`config.mk`:
```
export PLATFORM = sky130hd
export DESIGN_NAME = down_count_timer
export DESIGN_NICKNAME = d
export VERILOG_FILES = /design/src/rtl/down_count_pkg.sv /design/src/rtl/down_count_core.sv /design/src/rtl/down_count_timer.sv
export SDC_FILE = /design/constraint.sdc
export NUM_CORES = 1
export LEC_CHECK = 0
export ABC_AREA = 1
export CAP_MARGIN = 0
export CORE_AREA = 5 5 42 44
export DETAILED_ROUTE_END_ITERATION = 12
export DIE_AREA = 0 0 47 49
export GPL_ROUTABILITY_DRIVEN = 0
export PLACE_DENSITY = 0.71
export SYNTH_ARGS = -nofsm -noshare
export SYNTH_HDL_FRONTEND = slang
export SYNTH_SLANG_ARGS = --single-unit
```
`constraint.sdc`:
```
create_clock -name clk -period 1.7 [get_ports clk]
set_clock_uncertainty 0.2 [all_clocks]
set_input_delay 0.51 -clock clk [delete_from_list [all_inputs] [get_ports clk]]
set_output_delay 0.51 -clock clk [all_outputs]
set_load 0.02 [all_outputs]
```
`src/rtl/down_count_pkg.sv`:
```
// -----------------------------------------------------------------------------
// down_count_pkg
// Shared definitions for the down-counting interval timer.
//   - state_e       : FSM states IDLE / COUNT / DONE
//   - ENC_*         : state encodings, kept separate so the encoding is visible
//                     and can be referenced by anything that decodes state bits
//   - DEFAULT_WIDTH : default counter width used by the timer and its core
// Optional feature macro (consumed by down_count_timer): DOWN_COUNT_AUTO_RELOAD_EN
// -----------------------------------------------------------------------------
package down_count_pkg;

  localparam int DEFAULT_WIDTH = 4;

  localparam logic [1:0] ENC_IDLE  = 2'b00;
  localparam logic [1:0] ENC_COUNT = 2'b01;
  localparam logic [1:0] ENC_DONE  = 2'b10;

  typedef enum logic [1:0] {
    ST_IDLE  = ENC_IDLE,
    ST_COUNT = ENC_COUNT,
    ST_DONE  = ENC_DONE
  } state_e;

endpackage : down_count_pkg

```
`src/rtl/down_count_core.sv`:
```
// -----------------------------------------------------------------------------
// down_count_core
// WIDTH-bit count register with load, hold and saturating decrement, plus
// zero / one detection for the controlling FSM.
// Ports:
//   clk        in   1      clock, all updates on posedge
//   reset      in   1      synchronous active-low clear
//   load_i     in   1      load load_val_i (has priority over decrement)
//   load_val_i in   WIDTH  value to load
//   dec_i      in   1      decrement by one; count never goes below zero
//   q_o        out  WIDTH  registered count
//   zero_o     out  1      q_o == 0
//   one_o      out  1      q_o == 1
// Neither load_i nor dec_i asserted means the count holds.
// -----------------------------------------------------------------------------
module down_count_core
  import down_count_pkg::*;
#(
  parameter int WIDTH = DEFAULT_WIDTH
) (
  input  logic             clk,
  input  logic             reset,
  input  logic             load_i,
  input  logic [WIDTH-1:0] load_val_i,
  input  logic             dec_i,
  output logic [WIDTH-1:0] q_o,
  output logic             zero_o,
  output logic             one_o
);

  localparam logic [WIDTH-1:0] CNT_ONE = WIDTH'(1);

  logic [WIDTH-1:0] cnt_q;
  logic [WIDTH-1:0] cnt_d;

  always_comb begin
    cnt_d = cnt_q;
    if (load_i) begin
      cnt_d = load_val_i;
    end else if (dec_i && (cnt_q != '0)) begin
      // Saturate at zero: a decrement request at zero is dropped, never wraps.
      cnt_d = cnt_q - CNT_ONE;
    end
  end

  always_ff @(posedge clk) begin
    if (!reset) begin
      cnt_q <= '0;
    end else begin
      cnt_q <= cnt_d;
    end
  end

  assign q_o    = cnt_q;
  assign zero_o = (cnt_q == '0);
  assign one_o  = (cnt_q == CNT_ONE);

endmodule : down_count_core

```
`src/rtl/down_count_timer.sv`:
```
// -----------------------------------------------------------------------------
// down_count_timer
// Synchronous loadable down-counter / interval timer. Counts from a loaded
// value to zero, pulses tc in the cycle q first reads zero and done the cycle
// after. All outputs are registered; there is no combinational input->output
// path.
// Ports:
//   clk       in   1      clock, all state changes on posedge
//   reset     in   1      synchronous active-low reset, overrides all inputs
//   start     in   1      start request, accepted only in IDLE
//   load_val  in   WIDTH  start value, captured when start is accepted
//   hold      in   1      freezes q / state / busy while counting
//   q         out  WIDTH  current count
//   busy      out  1      high from start acceptance until done is asserted
//   tc        out  1      terminal-count pulse
//   done      out  1      one-cycle completion pulse, the cycle after tc
// Optional feature macro: DOWN_COUNT_AUTO_RELOAD_EN
//   When defined the timer reloads the captured start value after each
//   terminal count (periodic tc every L+1 non-held cycles) and a start while
//   counting terminates the run through DONE. When undefined the timer is
//   one-shot and start while busy is ignored.
// -----------------------------------------------------------------------------
module down_count_timer
  import down_count_pkg::*;
#(
  parameter int WIDTH = DEFAULT_WIDTH
) (
  input  logic             clk,
  input  logic             reset,
  input  logic             start,
  input  logic [WIDTH-1:0] load_val,
  input  logic             hold,
  output logic [WIDTH-1:0] q,
  output logic             busy,
  output logic             tc,
  output logic             done
);

  state_e state_q, state_d;
  logic   busy_q, busy_d;
  logic   tc_q, tc_d;
  logic   done_q, done_d;

  logic             core_load;
  logic [WIDTH-1:0] core_load_val;
  logic             core_dec;
  logic [WIDTH-1:0] core_q;
  logic             q_zero;
  logic             q_one;

`ifdef DOWN_COUNT_AUTO_RELOAD_EN
  // Start value kept for periodic reloads; only needed when reloading.
  logic [WIDTH-1:0] reload_q, reload_d;
`endif

  down_count_core #(
    .WIDTH (WIDTH)
  ) u_core (
    .clk        (clk),
    .reset      (reset),
    .load_i     (core_load),
    .load_val_i (core_load_val),
    .dec_i      (core_dec),
    .q_o        (core_q),
    .zero_o     (q_zero),
    .one_o      (q_one)
  );

  // Next-state and registered-output logic. tc and done are pulses, so they
  // default to 0 and are raised only on the transitions that produce them.
  always_comb begin
    state_d       = state_q;
    busy_d        = busy_q;
    tc_d          = 1'b0;
    done_d        = 1'b0;
    core_load     = 1'b0;
    core_load_val = load_val;
    core_dec      = 1'b0;
`ifdef DOWN_COUNT_AUTO_RELOAD_EN
    reload_d      = reload_q;
`endif

    case (state_q)
      ST_IDLE: begin
        busy_d = 1'b0;
        if (start) begin
          core_load = 1'b1;
          busy_d    = 1'b1;
`ifdef DOWN_COUNT_AUTO_RELOAD_EN
          reload_d  = load_val;
          // A zero start value still runs periodically: tc every cycle.
          state_d   = ST_COUNT;
          tc_d      = (load_val == '0);
`else
          if (load_val == '0) begin
            state_d = ST_DONE;
            tc_d    = 1'b1;
          end else begin
            state_d = ST_COUNT;
          end
`endif
        end
      end

      ST_COUNT: begin
`ifdef DOWN_COUNT_AUTO_RELOAD_EN
        if (start) begin
          // Stop request: finish through DONE with q left where it is.
          state_d = ST_DONE;
        end else if (!hold) begin
          if (q_zero) begin
            core_load     = 1'b1;
            core_load_val = reload_q;
            tc_d          = (reload_q == '0);
          end else begin
            core_dec = 1'b1;
            tc_d     = q_one;
          end
        end
`else
        if (!hold) begin
          core_dec = 1'b1;
          if (q_one) begin
            tc_d    = 1'b1;
            state_d = ST_DONE;
          end else if (q_zero) begin
            // Not reachable from IDLE (zero loads go straight to DONE);
            // guards against ever parking in COUNT at zero.
            state_d = ST_DONE;
          end
        end
`endif
      end

      ST_DONE: begin
        done_d  = 1'b1;
        busy_d  = 1'b0;
        state_d = ST_IDLE;
      end

      default: begin
        busy_d  = 1'b0;
        state_d = ST_IDLE;
      end
    endcase
  end

  always_ff @(posedge clk) begin
    if (!reset) begin
      state_q <= ST_IDLE;
      busy_q  <= 1'b0;
      tc_q    <= 1'b0;
      done_q  <= 1'b0;
`ifdef DOWN_COUNT_AUTO_RELOAD_EN
      reload_q <= '0;
`endif
    end else begin
      state_q <= state_d;
      busy_q  <= busy_d;
      tc_q    <= tc_d;
      done_q  <= done_d;
`ifdef DOWN_COUNT_AUTO_RELOAD_EN
      reload_q <= reload_d;
`endif
    end
  end

  assign q    = core_q;
  assign busy = busy_q;
  assign tc   = tc_q;
  assign done = done_q;

endmodule : down_count_timer
```
==> run_results.csv <==
group,metric,value,unit
yosys,ys_top_logic_family,"simple AND/OR/NAND/NOR gates",
setup_path,cp-end-kind,"primary output",
cts,htree_levels,1,
status,status,"completed",
setup_path,cp.depth,1,
route,top_layer,"met4",
route,firstDrtPassIters,4,
route,vias_per_cell,4.59,
place,dpl_cell_area,756,sq um
setup_path,path_class,"register to primary output",
yosys,synth_cell_types,15,
route,drt-met1-wl,548,um
sta,finalHoldViolations,0,
final_layout,syn_to_final_growth,46.9,%
yosys,syn_area_per_cell,6.60,sq um
yosys,syn_area,528,sq um
final_layout,fin_area,776,sq um
setup_path,crit_buf_inv,1,
min_path,hold_class,"register to register",
yosys,ys_area,528,sq um
yosys,yosysCellCount,80,
route,vias,565,
final_layout,antennaDiodeCount,0,
cts,clockBufferDepth,2,
sta,finalSetupTns,0,ns
setup_path,setup.worst_path.end,"q[3]",
-- area by class of cell --
type,instances,area (sq um),area share [%]
multi-input combinational,55,293,37.7
timing repair buffer,23,196,25.3
sequential,9,180,23.2
inverter,16,60.1,7.74
clock buffer,4,26.3,3.39
tap,16,20.0,2.58
-- what timing repair did --
item / CTS / global route
gates cloned: 0 / 0
setup endpoints to repair: 7 / 4
gates resized: 7 / 4
-- through the flow --
stage | util [%] | power, mW | instances
after floorplan | - | 0.376 | 80
after global placement | 53.9 | 0.467 | 119
after detailed placement | 53.9 | 0.472 | 119
after CTS | 55.2 | 0.637 | 123
after global routing | 55.4 | 0.685 | 123
final | 55.4 | 0.637 | 123
-- report_power, final --
group          total [mW]  internal [mW]  switching (mW)
Combinational       0.217         0.0970           0.120
Clock               0.179         0.0910          0.0878
Sequential          0.240          0.229          0.0110
Total               0.637          0.417           0.219
-- worst register-to-register path: cells and delay by family, from the launching register on --
kind	cells	cell delay, ns
AOI/OAI and AO/OA	3	0.37
adders and majority gates	1	0.21
buffers and inverters	3	0.28
DFF	1	0.32
and+or+nand+nor	1	0.07
-- cells in the final DEF (no fill, tap or decap), types with 3 or more instances in the layout --
| master | Yosys | final |
|---|---|---|
| nand2_1 | 16 | 16 |
| inv_1 | 15 | 15 |
| nor2_1 | 10 | 10 |
| dfxtp_1 | 9 | 9 |
| buf_4 | 0 | 9 |
| nand3_1 | 8 | 8 |
| clkdlybuf4s50_1 | 0 | 7 |
| a21oi_1 | 5 | 5 |
| dlygate4sd2_1 | 0 | 5 |
| nor2_2 | 3 | 3 |
| ha_1 | 3 | 3 |
| clkbuf_4 | 0 | 3 |
-- sequential cells by signal (all words and copies together), names as in the netlist --
register    count
state_q         2
done            1
tc              1
u_core.q_o      4
busy            1
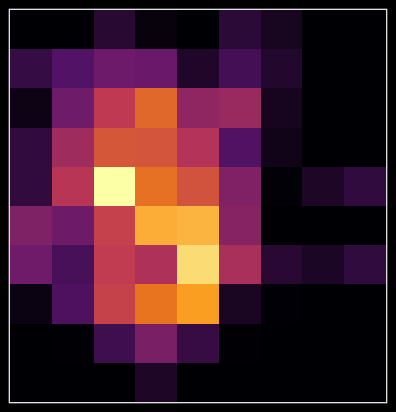
Fig. 1. Wiring heat map.
Scale: 8 px per um. The die is cut into 9 by 10 equal tiles; black is low, pale yellow is high, scaled to the fullest tile. Values are wire area over tile area, all layers added.
densest ninth of the die: center
fullest tile: 0.42
nearly empty tiles: 37%
emptiest ninth of the die: south-east
mean over tiles: 0.091
tiles over half the peak: 17%
Routed wire per std cell: 10.4 um
GRT Resource Usage Total: 12.9%
Routed WL: 1.28 mm

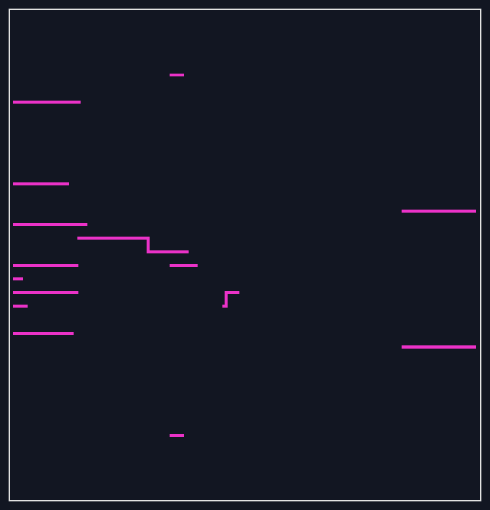
Fig. 2. Signal wires on met3.
Scale: 10 px per um.
share of all routed wire: 5.7%
longest straight run: 7.10 um
wire length on this layer: 72.9 um

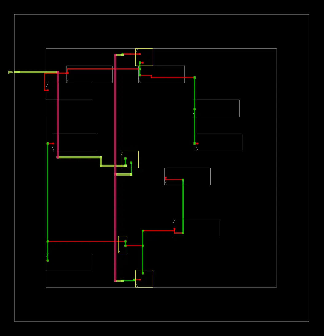
Fig. 3. Clock routing.
clkbuf count: 4
Power Clock: 0.179 mW
Clock Sinks: 9
total CTS buffers: 3
Seq cells: 9

Power is estimated from default activity; no workload was simulated.
